==> config.mk <==
export PLATFORM = sky130hd
export DESIGN_NAME = apb_reg_slave
export DESIGN_NICKNAME = d
export VERILOG_FILES = /design/src/rtl/apb_reg_slave.sv
export SDC_FILE = /design/constraint.sdc
export NUM_CORES = 1
export LEC_CHECK = 0
export CORE_AREA = 2 2 439 441
export DETAILED_ROUTE_END_ITERATION = 16
export DIE_AREA = 0 0 441 443
export PLACE_DENSITY_LB_ADDON = 0.05
export SLEW_MARGIN = 20
export SYNTH_ARGS = -nofsm -noshare
export SYNTH_HDL_FRONTEND = slang
export SYNTH_SLANG_ARGS = --single-unit
==> constraint.sdc <==
create_clock -name clk -period 5.26 [get_ports clk]
set_input_delay 1.052 -clock clk [delete_from_list [all_inputs] [get_ports clk]]
set_output_delay 1.052 -clock clk [all_outputs]
set_load 0.01 [all_outputs]
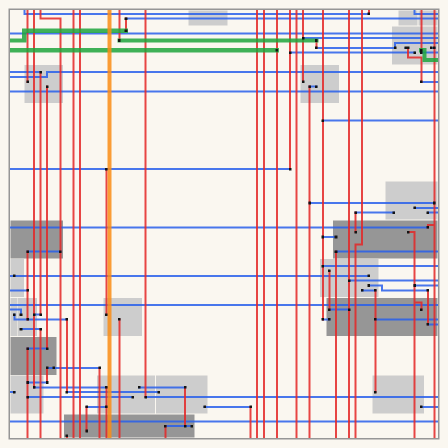
Fig. 1. Layout detail (run 1).
Region (206, 118) to (236, 148) um. Cells in gray, sequential cells in the stronger gray; small squares are vias.
legend:
  red:
    layer: metal 2
  orange:
    layer: metal 4
  green:
    layer: metal 3
  blue:
    layer: metal 1
sequential cells in the window: 3
most frequent: mux2_2 (4), buf_4 (3), dfrtp_1 (3)
cells with their middle in the window: 14

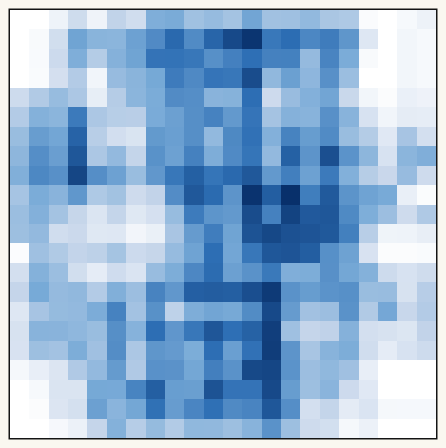
Fig. 2. Signal metal coverage by tile (run 1).
22 x 22 tiles, from white (low) to dark blue (high), scaled to the fullest tile. Values are wire area over tile area, all layers added.
tiles over half the peak: 40%
nearly empty tiles: 5.8%
fullest tile: 0.36
emptiest ninth of the die: bottom right
mean over tiles: 0.16
DR vias: 23400
total length of routed wires: 194 mm
wire length per cell: 34.5 um
aggregate global-route resource usage: 19.5%

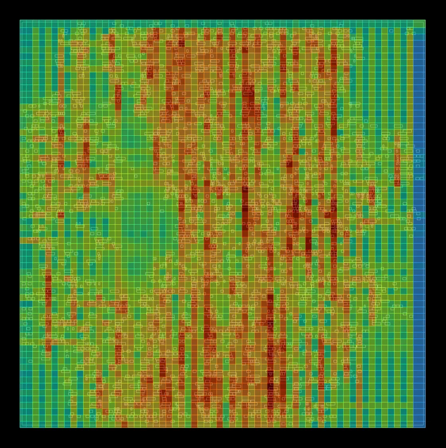
Fig. 3. Congestion heat map (run 1).
M3 GR Usage: 3.16%
most used routing layer: met2

==> results.sh, run 1 <==
# physical design summary
export IMPL_status="completed"
export IMPL_ys_area_um2=27300
export IMPL_layout_top_cell="dfrtp_1"
export IMPL_die_area_um2=195000
export IMPL_layout_drive_gt1_share_pct=31.3
export IMPL_comb_power_uw=881
export IMPL_hold_viol_final=0
export IMPL_worstSetupStartpointType="input pin"
export IMPL_top_area_share_pct=55.9
export IMPL_postSynthSeqShare_pct=55.9
export IMPL_p_total_mw=12.2
export IMPL_reg2reg_setup_slack_ps=1250
export IMPL_yosys_warnings=0
export IMPL_synthFlopType="dfrtp_1"
export IMPL_switching_share_pct=28.5
export IMPL_power_frac_seq_pct=42.5
export IMPL_arrival_ps=5000
export IMPL_syn_avg_cell_area_um2=12.5
export IMPL_largest_area_cell="dfrtp_1"
export IMPL_fin_util_pct=21.6
export IMPL_grt_max_degree=132
export IMPL_topCombFamilyByArea="multiplexers"
export IMPL_setup_violations_final=0
export IMPL_cts_setup_buffers=0
export IMPL_clk_path_buf_depth=3
export IMPL_met1_usage_pct=23.9
export IMPL_cts_buffers=88
export IMPL_remaining_drc_errors=0
export IMPL_hpwl_mm=148
export IMPL_synthesis_nets=2752
export IMPL_postSynthCellCount=2189
export IMPL_grt_pass1_wl_mm=254
export IMPL_crit_required_ps=5870
export IMPL_worstSkewPairLatency_ps=720
export IMPL_rows=161
export IMPL_pre_cts_ws_ps=124
export IMPL_relSlewSlack_pct=23.1
export IMPL_crit_fanout=32
export IMPL_ant_nets=0
export IMPL_edf_count=0
export IMPL_grt_pass1_vias=25000
export IMPL_yosys_area_share_aoi_pct=12.7
export IMPL_internal_power_mw=8.71
export IMPL_worst_pin_slew_ps=1150
export IMPL_largest_register_ffs=512
export IMPL_p_seq_mw=5.18
export IMPL_cap_violations=0
export IMPL_pwr_share_clk_pct=50.2
export IMPL_dp_cells=5461
export IMPL_synth_most_common_cell="dfrtp_1"
export IMPL_power_density_nw_per_um2=294
export IMPL_power_leader="the clock network"
export IMPL_nFillCells=20400
export IMPL_grt_ovfl_total=0
export IMPL_syn2layout_area_growth_pct=51.4
export IMPL_whs_ps=309
export IMPL_p_clk_mw=6.11
export IMPL_cts_sinks=611
export IMPL_fin_cells=5626
export IMPL_hold_buffers=0
export IMPL_mux_share_pct=21.8
export IMPL_common_cells="dfrtp_1 (611), mux2_2 (517), nand2_1 (257)"
export IMPL_synth_seq_cells=611
export IMPL_clock_skew_ps=39.9
export IMPL_final_nets=3588
export IMPL_viasPerCell=4.17
export IMPL_r2r_cells=10
export IMPL_fmax_ghz=0.228
export IMPL_warning_count=551
export IMPL_yosysUniqueCellTypes=82
export IMPL_postCtsResizedCells=0
export IMPL_comb_power_share_pct=7.2
export IMPL_layout_top_cells="dfrtp_1 (611), clkdlybuf4s50_1 (609), mux2_2 (517)"
export IMPL_drv_slew=0
export IMPL_logic_area_um2=11600
export IMPL_register_area_um2=15300
export IMPL_drt_iter0_drc=1558
export IMPL_first_pass_iters=6
export IMPL_ios=1123
export IMPL_synth_async_reset_ratio_pct=100
export IMPL_crit_type="in2reg"
export IMPL_core_area_um2=191000
export IMPL_syn_cell_area_um2=27300
-- run 1: cell type report --
type / count / share of cell area (%)
Inverter: 11 / 0.0998
Clock buffer: 126 / 6.18
Clock inverter: 29 / 0.807
Tap cell: 2526 / 7.64
Antenna cell: 10 / 0.0605
Timing Repair Buffer: 874 / 20.2
Sequential cell: 611 / 36.9
Multi-Input combinational cell: 1439 / 28.1
-- run 1: worst max-delay path, cell delays in order --
cell             delay (ps)
clkdlybuf4s50_1         670
or3b_4                  650
or3_4                   610
buf_4                   270
a2111oi_4               590
buf_4                   330
a22oi_1                  90
nand3_1                 260
o211ai_1                210
a21oi_1                 200
-- run 1: metal layers --
metal / part of all wire, % / routed length (um)
met3: 4.9 / 9540
met5: 0 / 0
met1: 41 / 79400
met2: 51 / 98800
met4: 3.3 / 6440
Fig. 4: run 1, met4 routing
Drawn at 1 px/um. Supply wires on this layer in gray.
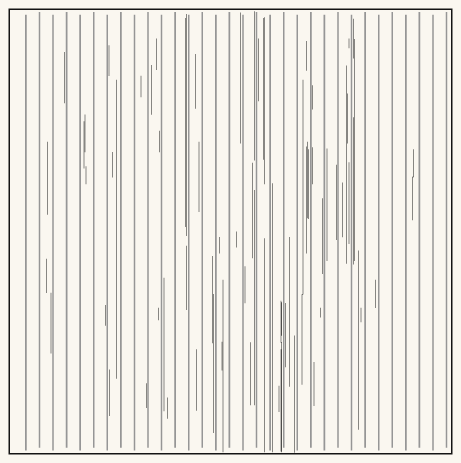

==> inputs of run 2 (changes only) <==
- CORE_AREA: 2 2 439 441 -> 2 2 441 443
- DIE_AREA: 0 0 441 443 -> 0 0 443 445
- clock period: 5.26 -> 4.4 ns (I/O delays scaled with it)
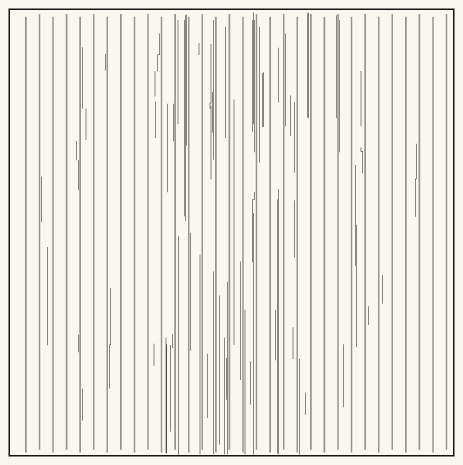
Fig. 5. Met4 routing (run 2).
Drawn at 1 px/um. Supply wires on this layer in gray.
main direction: vertical
wire length on this layer: 6790 um
longest straight run: 265 um
share of all routed wire: 3.5%
nets with wire on the layer: 48
total length of routed wires: 194 mm
DR vias: 23700

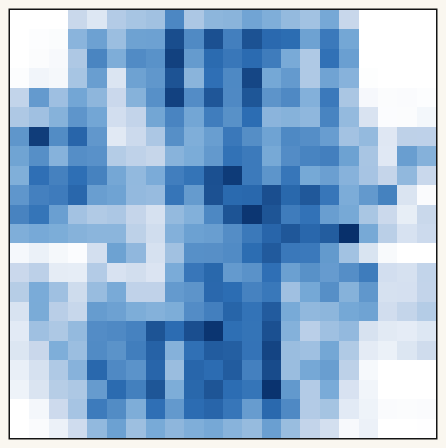
Fig. 6. Signal metal coverage by tile (run 2).
22 x 22 tiles, from white (low) to dark blue (high), scaled to the fullest tile. Values are wire area over tile area, all layers added.
emptiest ninth of the die: bottom right
fullest tile: 0.34
nearly empty tiles: 8.1%
tiles over half the peak: 47%
mean over tiles: 0.15
aggregate global-route resource usage: 19.2%
wire length per cell: 33.9 um

==> results.sh, run 2 <==
# physical design summary
export IMPL_status="completed"
export IMPL_drt_iter0_drc=1485
export IMPL_switching_share_pct=28.6
export IMPL_bufAreaShareNonClock_pct=22.5
export IMPL_critPathMaxStageDelay_ps=770
export IMPL_edf_count=0
export IMPL_postSynthSeqShare_pct=55.9
export IMPL_power_frac_seq_pct=43.2
export IMPL_flops=611
export IMPL_crit_type="in2reg"
export IMPL_arrival_ps=4700
export IMPL_final_nets=3703
export IMPL_cts_setup_buffers=0
export IMPL_syn_cell_area_um2=27300
export IMPL_port_buffers=610
export IMPL_fmax_ghz=0.242
export IMPL_top_area_share_pct=55.9
export IMPL_remaining_drc_errors=0
export IMPL_synth_most_common_cell="dfrtp_1"
export IMPL_worst_pin_slew_ps=1010
export IMPL_yosys_warnings=0
export IMPL_power_density_nw_per_um2=338
export IMPL_cts_buffers=86
export IMPL_hold_viol_final=0
export IMPL_synth_async_reset_ratio_pct=100
export IMPL_rows=161
export IMPL_syn_avg_cell_area_um2=12.5
export IMPL_ios=1123
export IMPL_final_signal_buffer_count=991
export IMPL_p_total_mw=14.3
export IMPL_largest_register_ffs=512
export IMPL_power_leader="the clock network"
export IMPL_internal_power_mw=10.2
export IMPL_antenna_cells=7
export IMPL_layout_drive_gt1_share_pct=33.3
export IMPL_tapCellCount=2526
export IMPL_worstSkewPairLatency_ps=720
export IMPL_hold_buffers=0
export IMPL_fin_tns_setup_ps=0
export IMPL_dp_cells=5578
export IMPL_grt_pass1_wl_mm=253
export IMPL_ant_nets=0
export IMPL_cpMostUsedCell="buf_4"
export IMPL_p_clk_mw=6.96
export IMPL_crit_required_ps=4970
export IMPL_relSlewSlack_pct=30.9
export IMPL_logic_area_um2=11600
export IMPL_wl_met2_mm=95.9
export IMPL_synth_seq_cells=611
export IMPL_hpwl_mm=150
export IMPL_route_top_layer_used="met4"
export IMPL_pre_cts_ws_ps=-446
export IMPL_first_pass_iters=6
export IMPL_crit_fanout=19
export IMPL_clock_area_share_pct=6.41
export IMPL_slowest_stage="nor2_1"
export IMPL_inv_count=11
export IMPL_die_area_um2=197000
export IMPL_comb_area_share_pct=27.4
export IMPL_synthesis_nets=2752
export IMPL_warning_count=539
export IMPL_ys_area_um2=27300
export IMPL_syn2layout_area_growth_pct=55.0
export IMPL_comb_power_share_pct=8.2
export IMPL_yosysUniqueCellTypes=82
export IMPL_seq_cell_share_pct=36.1
export IMPL_cts_sinks=611
export IMPL_nFillCells=20500
export IMPL_dominant_cell_class="sequential cells"
export IMPL_core_area_um2=192000
export IMPL_drt_met1_wl_mm=81.3
export IMPL_num_multi_input_gates=1439
export IMPL_drv_slew=0
export IMPL_register_area_um2=15300
export IMPL_clock_skew_ps=35.0
export IMPL_pwr_share_clk_pct=48.6
export IMPL_comb_power_mw=1.18
export IMPL_layout_top_cell="dfrtp_1"
export IMPL_layout_top_cells="dfrtp_1 (611), clkdlybuf4s50_1 (609), mux2_2 (517)"
export IMPL_wl_met3_mm=10.0
export IMPL_viasPerCell=4.14
export IMPL_grt_max_degree=79
export IMPL_setup_violations_final=0
export IMPL_largest_area_cell="dfrtp_1"
export IMPL_busiest_layer="met2"
export IMPL_fin_cells=5730
export IMPL_p_seq_mw=6.19
export IMPL_grt_pass1_vias=25200
export IMPL_clk_path_buf_depth=3
export IMPL_grt_ovfl_total=0
export IMPL_worstSetupStartpointType="input pin"
export IMPL_grtUsageMet3_pct=3.91
export IMPL_crit_chain="clkdlybuf4s50_1 > buf_4 > buf_4 > nor3b_4 > buf_12 > nor3_1 > nor2_1 > a211oi_2 > buf_4 > a222oi_1 > nand4_1 > a21oi_1 > o21ai_0"
export IMPL_fin_util_pct=22.1
export IMPL_cap_violations=0
export IMPL_num_clock_buffers=127
export IMPL_synthFlopType="dfrtp_1"
export IMPL_postSynthCellCount=2189
export IMPL_reg2reg_setup_slack_ps=430
-- run 2: cell counts after synthesis --
No cell type changed its count.
-- run 2: cells by family after synthesis --
logic type      share of synthesized area [%]
flops                                    55.9
simple gates                             7.27
compound gates                           12.7
mux                                      21.8
fa+ha+maj                              0.0915
buf+inv                                  2.18
-- run 2: metrics by stage --
| step | cell area [um2] | hold WS, ps |
|---|---|---|
| after floorplan | 27300 | 469 |
| after global placement | 39600 | 502 |
| after detailed placement | 39600 | 507 |
| after CTS | 42400 | 255 |
| after global routing | 42400 | 252 |
| final | 42400 | 213 |
-- run 2: critical path: cells and delay by family --
kind | cells | cell delay, ps
AND/OR/NAND/NOR | 4 | 1470
AND-OR/OR-AND | 4 | 1100
buffers and inverters | 5 | 1220
